<file path="config.mk">
export PLATFORM = sky130hd
export DESIGN_NAME = spi_slave
export DESIGN_NICKNAME = d
export VERILOG_FILES = /design/src/rtl/spi_slave.sv
export SDC_FILE = /design/constraint.sdc
export NUM_CORES = 1
export LEC_CHECK = 0
export ABC_AREA = 1
export CAP_MARGIN = 30
export CORE_AREA = 2 2 65 67
export DETAILED_ROUTE_END_ITERATION = 8
export DIE_AREA = 0 0 67 69
export HOLD_SLACK_MARGIN = 0.15
export MAX_ROUTING_LAYER = met4
export PLACE_DENSITY = 0.82
export SKIP_LAST_GASP = 1
export SYNTH_ARGS = -nofsm -noshare
export SYNTH_HDL_FRONTEND = slang
export SYNTH_SLANG_ARGS = --single-unit
</file>
<file path="constraint.sdc">
create_clock -name clk -period 2 [get_ports clk]
set_input_delay 0.3 -clock clk [delete_from_list [all_inputs] [get_ports clk]]
set_output_delay 0.3 -clock clk [all_outputs]
set_load 0.01 [all_outputs]
</file>
<file path="src/rtl/spi_slave.sv">
// SPI mode-0 target: oversamples ssb/sck/mosi in the clk domain, shifts MSB-first,
// and exchanges one byte per eight SCK periods with the CPU-side holding buffer.
module spi_slave #(
  parameter logic [7:0] DEFAULT_TX = 8'hFF
) (
  input  logic       clk,
  input  logic       rstb,
  input  logic       ssb,
  input  logic       sck,
  input  logic       mosi,
  output logic       miso,
  output logic       miso_oe,
  input  logic [7:0] data_in,
  input  logic       tx_load,
  output logic       tx_ready,
  output logic [7:0] data_out,
  output logic       new_data,
  output logic       busy,
  output logic       tx_underrun
);

  typedef enum logic {S_IDLE, S_ACTIVE} state_t;

  state_t     state_q, state_d;
  // [0],[1] are the synchroniser stages, [2] is the edge-detect history.
  logic [2:0] ssb_sync_q, ssb_sync_d;
  logic [2:0] sck_sync_q, sck_sync_d;
  logic [1:0] mosi_sync_q, mosi_sync_d;
  logic [2:0] bit_cnt_q, bit_cnt_d;
  logic       bit_seen_q, bit_seen_d;
  logic [7:0] rx_q, rx_d;
  logic [7:0] tx_q, tx_d;
  logic [7:0] hold_q, hold_d;
  logic       hold_full_q, hold_full_d;
  logic [7:0] data_out_q, data_out_d;
  logic       new_data_q, new_data_d;
  logic       underrun_q, underrun_d;

  logic rise, fall, sel_start, sel_end, slot_start;

  assign rise      =  sck_sync_q[1] & ~sck_sync_q[2];
  assign fall      = ~sck_sync_q[1] &  sck_sync_q[2];
  assign sel_start = ~ssb_sync_q[1] &  ssb_sync_q[2];
  assign sel_end   =  ssb_sync_q[1] & ~ssb_sync_q[2];

  // CPU handshake: a byte transfers on any cycle where tx_load && tx_ready;
  // tx_load while tx_ready is low is dropped, tx_ready reflects an empty buffer.
  assign tx_ready    = ~hold_full_q;
  assign miso        = tx_q[7];
  assign miso_oe     = (state_q == S_ACTIVE);
  assign busy        = ~ssb_sync_q[1];
  assign data_out    = data_out_q;
  assign new_data    = new_data_q;
  assign tx_underrun = underrun_q;

  always_comb begin
    state_d     = state_q;
    ssb_sync_d  = {ssb_sync_q[1:0], ssb};
    sck_sync_d  = {sck_sync_q[1:0], sck};
    mosi_sync_d = {mosi_sync_q[0], mosi};
    bit_cnt_d   = bit_cnt_q;
    bit_seen_d  = bit_seen_q;
    rx_d        = rx_q;
    tx_d        = tx_q;
    hold_d      = hold_q;
    hold_full_d = hold_full_q;
    data_out_d  = data_out_q;
    new_data_d  = 1'b0;
    underrun_d  = 1'b0;
    slot_start  = 1'b0;

    if (tx_load && !hold_full_q) begin
      hold_d      = data_in;
      hold_full_d = 1'b1;
    end

    case (state_q)
      S_IDLE: begin
        bit_cnt_d  = 3'd0;
        bit_seen_d = 1'b0;
        if (sel_start) begin
          state_d    = S_ACTIVE;
          slot_start = 1'b1;
        end
      end
      S_ACTIVE: begin
        if (sel_end) begin
          state_d    = S_IDLE;
          bit_cnt_d  = 3'd0;
          bit_seen_d = 1'b0;
          tx_d       = 8'h00;
        end else if (rise) begin
          rx_d       = {rx_q[6:0], mosi_sync_q[1]};
          bit_cnt_d  = bit_cnt_q + 3'd1;
          bit_seen_d = 1'b1;
          if (bit_cnt_q == 3'd7) begin
            data_out_d = {rx_q[6:0], mosi_sync_q[1]};
            new_data_d = 1'b1;
          end
        end else if (fall) begin
          // A fall before any rise (selected with sck high) must not open a slot.
          if (bit_cnt_q != 3'd0) begin
            tx_d = {tx_q[6:0], 1'b0};
          end else if (bit_seen_q) begin
            slot_start = 1'b1;
          end
        end
      end
      default: state_d = S_IDLE;
    endcase

    if (slot_start) begin
      bit_seen_d = 1'b0;
      if (hold_full_q) begin
        tx_d        = hold_q;
        hold_full_d = 1'b0;
      end else if (tx_load) begin
        tx_d        = data_in;
        hold_full_d = 1'b0;
      end else begin
        tx_d       = DEFAULT_TX;
        underrun_d = 1'b1;
      end
    end
  end

  always_ff @(posedge clk or negedge rstb) begin
    if (!rstb) begin
      state_q     <= S_IDLE;
      ssb_sync_q  <= 3'b111;
      sck_sync_q  <= 3'b000;
      mosi_sync_q <= 2'b00;
      bit_cnt_q   <= 3'd0;
      bit_seen_q  <= 1'b0;
      rx_q        <= 8'h00;
      tx_q        <= 8'h00;
      hold_q      <= 8'h00;
      hold_full_q <= 1'b0;
      data_out_q  <= 8'h00;
      new_data_q  <= 1'b0;
      underrun_q  <= 1'b0;
    end else begin
      state_q     <= state_d;
      ssb_sync_q  <= ssb_sync_d;
      sck_sync_q  <= sck_sync_d;
      mosi_sync_q <= mosi_sync_d;
      bit_cnt_q   <= bit_cnt_d;
      bit_seen_q  <= bit_seen_d;
      rx_q        <= rx_d;
      tx_q        <= tx_d;
      hold_q      <= hold_d;
      hold_full_q <= hold_full_d;
      data_out_q  <= data_out_d;
      new_data_q  <= new_data_d;
      underrun_q  <= underrun_d;
    end
  end

endmodule

</file>
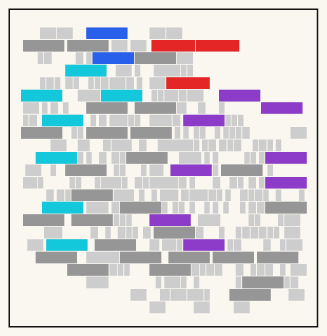
Figure 1: sequential cells grouped by signal name.
colour	signal	sequential cells
purple	tx_q	8
red	ssb_sync_q	3
cyan	rx_q	7
blue	mosi_sync_q	2
not coloured	27
sequential logic power: 1.26 mW
core utilization of the finished layout: 0.634
Flop area: 1180 sq um
Seq area share: 0.475

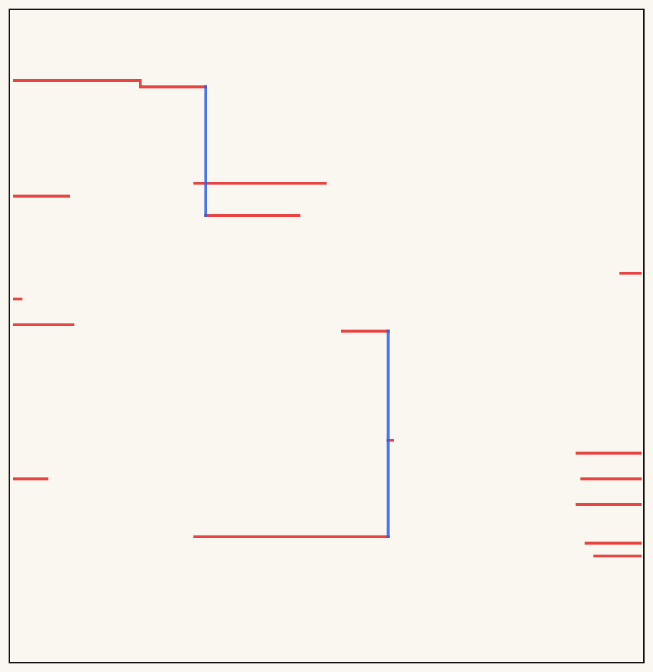
Figure 2: signal wires by layer.
Two of the layers only.
colour	layer	wire length
red	M3	118 um
blue	M4	35.4 um

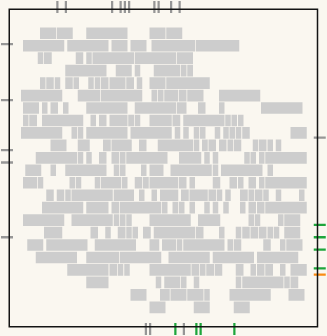
Figure 3: pin placement.
Pins as bars across the die edge, other pins in grey.
colour	port	pins	direction	edge
orange	rstb	1	input	right
green	data_in	8	input	4 bottom, 4 right
all pins by edge	10 top, 7 bottom, 6 right, 5 left

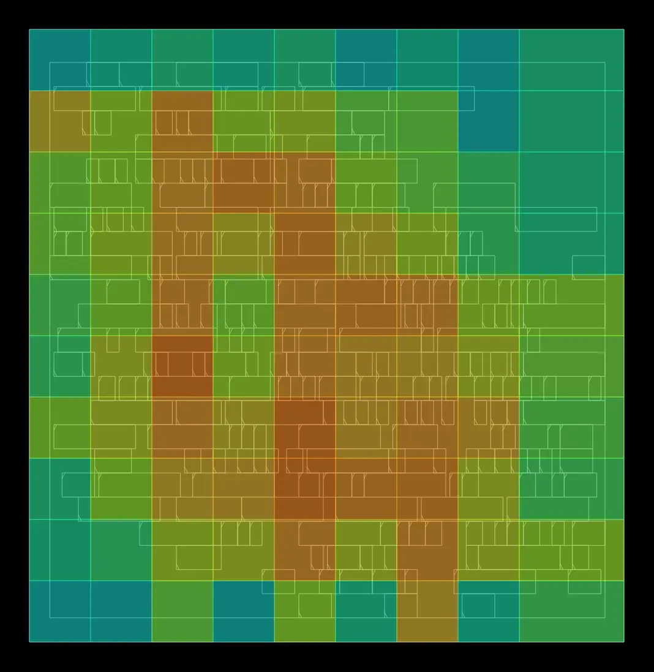
Figure 4: congestion heat map.
average wire length per cell after detail routing: 12.8 um
GRT met1 Usage: 0.244

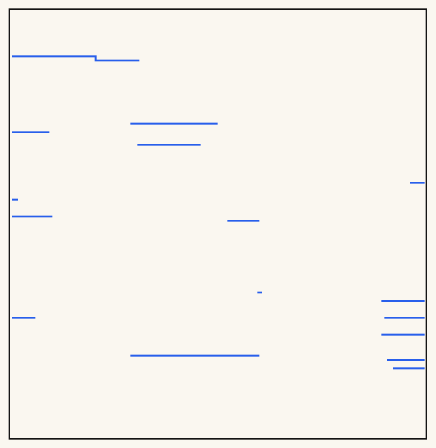
Figure 5: the metal 3 layer.
share of all routed wire	3.0%
nets with wire on the layer	12
longest straight run	20.5 um
wire length on this layer	118 um
main direction	horizontal

==> Implementation_results.wiki <==
== Implementation results ==
{| class="wikitable"
! Metric !! Value
|-
| Run status || finished clean
|-
| Number of placement rows || 23
|-
| Highest ir drop seen on vdd || 673 uV
|-
| Number of buffer cells added on primary ports || 27
|-
| Number of logged tool warnings || 27
|-
| CTS max path bufs || 2
|-
| Share of cells above drive strength 1 || 0.112
|-
| Syn. warnings || 0
|-
| Most common reg cell || sky130_fd_sc_hd__dfrtp_1
|-
| Routed metal-1 wire length || 1770 um
|-
| Hold_buf cts || 1
|-
| Die span in x || 67 um
|-
| Net count entering floorplan || 243
|-
| Relative contribution of the clock network to total power || 0.239
|-
| Max Freq || 561 MHz
|-
| Met2 Routed Length || 2010 um
|-
| Clock network latency to the later pin of the worst-skew pair || about 0.3 ns
|-
| Mapped cell area || just over 2000 sq um
|-
| Crit path to || busy
|-
| Number of buffers created by CTS || 5
|-
| Part of the cycle the worst path needs || 0.891
|-
| Starting density of the core || 0.530
|-
| Gr ovfl total || 0
|-
| Cell at the root of the clock tree || sky130_fd_sc_hd__clkbuf_8
|-
| Sum of negative setup slack || 0 ns
|-
| Hold path startpoint || sck_sync_q[0]$_DFF_PN0_
|-
| Wire length of the first global-routing pass || 6920 um
|-
| Most used logic cell in the final layout || sky130_fd_sc_hd__nand2_1
|-
| Mean number of vias per cell || about 4.9
|-
| Sequential share of power || 0.528
|-
| GRT Util Overall || 0.200
|-
| Initial antenna violation count || 0
|-
| Number of design-rule violations left by the first detailed-router iteration || just over 80
|-
| Leakage power || between 1 and 1.5 nW
|-
| Class of the most critical setup path || reg -> out
|-
| Setup repair after global routing missed its margin || no
|-
| Net switching power of the design || 0.736 mW
|-
| TritonCTS Sinks || 47
|-
| Final layout net count || between 200 and 300
|-
| Max H-tree Level || 2
|-
| Most frequent logic cells in the routed design || 49 x sky130_fd_sc_hd__nand2_1, 44 x sky130_fd_sc_hd__dfrtp_1, 30 x sky130_fd_sc_hd__inv_1
|-
| Fraction of registers with async set/reset || 1.00
|-
| Startpoint type of the worst setup path || flop
|-
| Number of maximum-capacitance violations || 0
|-
| Flip-flop and latch count after synthesis || 47
|-
| Worst reg2reg path depth || 10
|-
| Worst Setup End Kind || output pin
|-
| ANT cells || 0
|-
| DRC violation count after routing || 0
|}
==> logic make-up (layout without fill, tap and decap cells) <==
group           Yosys count  after routing  share of synthesized area
simple gates             98             98                      0.217
mux                       2              2                     0.0109
flops                    47             47                      0.569
compound gates           38             38                      0.104
fa+ha+maj                 3              3                     0.0181
buf+inv                  38             70                     0.0814
==> worst max-delay path: stages, from the launching register on <==
cell and delay (ns):
sky130_fd_sc_hd__dfstp_2 0.62, sky130_fd_sc_hd__inv_1 0.08, sky130_fd_sc_hd__clkdlybuf4s50_1 0.48
==> power by group through the flow <==
stage,sequential (mW),clock [mW],combinational [mW]
after CTS,1.27,0.590,0.565
after global placement,1.27,0,0.536
after floorplan,1.25,0,0.402
after detailed placement,1.28,0,0.561
after global routing,1.29,0.629,0.649
final,1.26,0.573,0.559
==> registers in the layout (all words and copies together), names as in the netlist <==
register,count
data_out,8
hold_q,8
tx_q,8
rx_q,7
bit_cnt_q,3
sck_sync_q,3
ssb_sync_q,3
mosi_sync_q,2
bit_seen_q,1
hold_full_q,1
miso_oe,1
new_data,1
tx_underrun,1
==> metal layers <==
| layer | track usage | up-vias |
|---|---|---|
| met3 | 0.0538 | 5 |
| met2 | 0.323 | 16 |
| met1 | 0.244 | 709 |
| met5 | - | - |
| met4 | 0.0544 | 0 |
| li1 | - | 774 |
==> metrics by stage <==
step,cells,instance area (sq um)
after CTS,308,2480
final,308,2480
after global placement,300,2380
after floorplan,226,2070
after global routing,308,2480
after detailed placement,300,2380
==> layout make-up <==
class	instances	area [sq um]
clock buffer	6	82.6
clock inverter	1	5.00
fill	342	1430
inverter	33	124
multi-input combinational	141	726
sequential	47	1180
tap	50	62.6
timing repair buffer	30	303
No activity file was given, so power comes from the tool's default toggle rates.
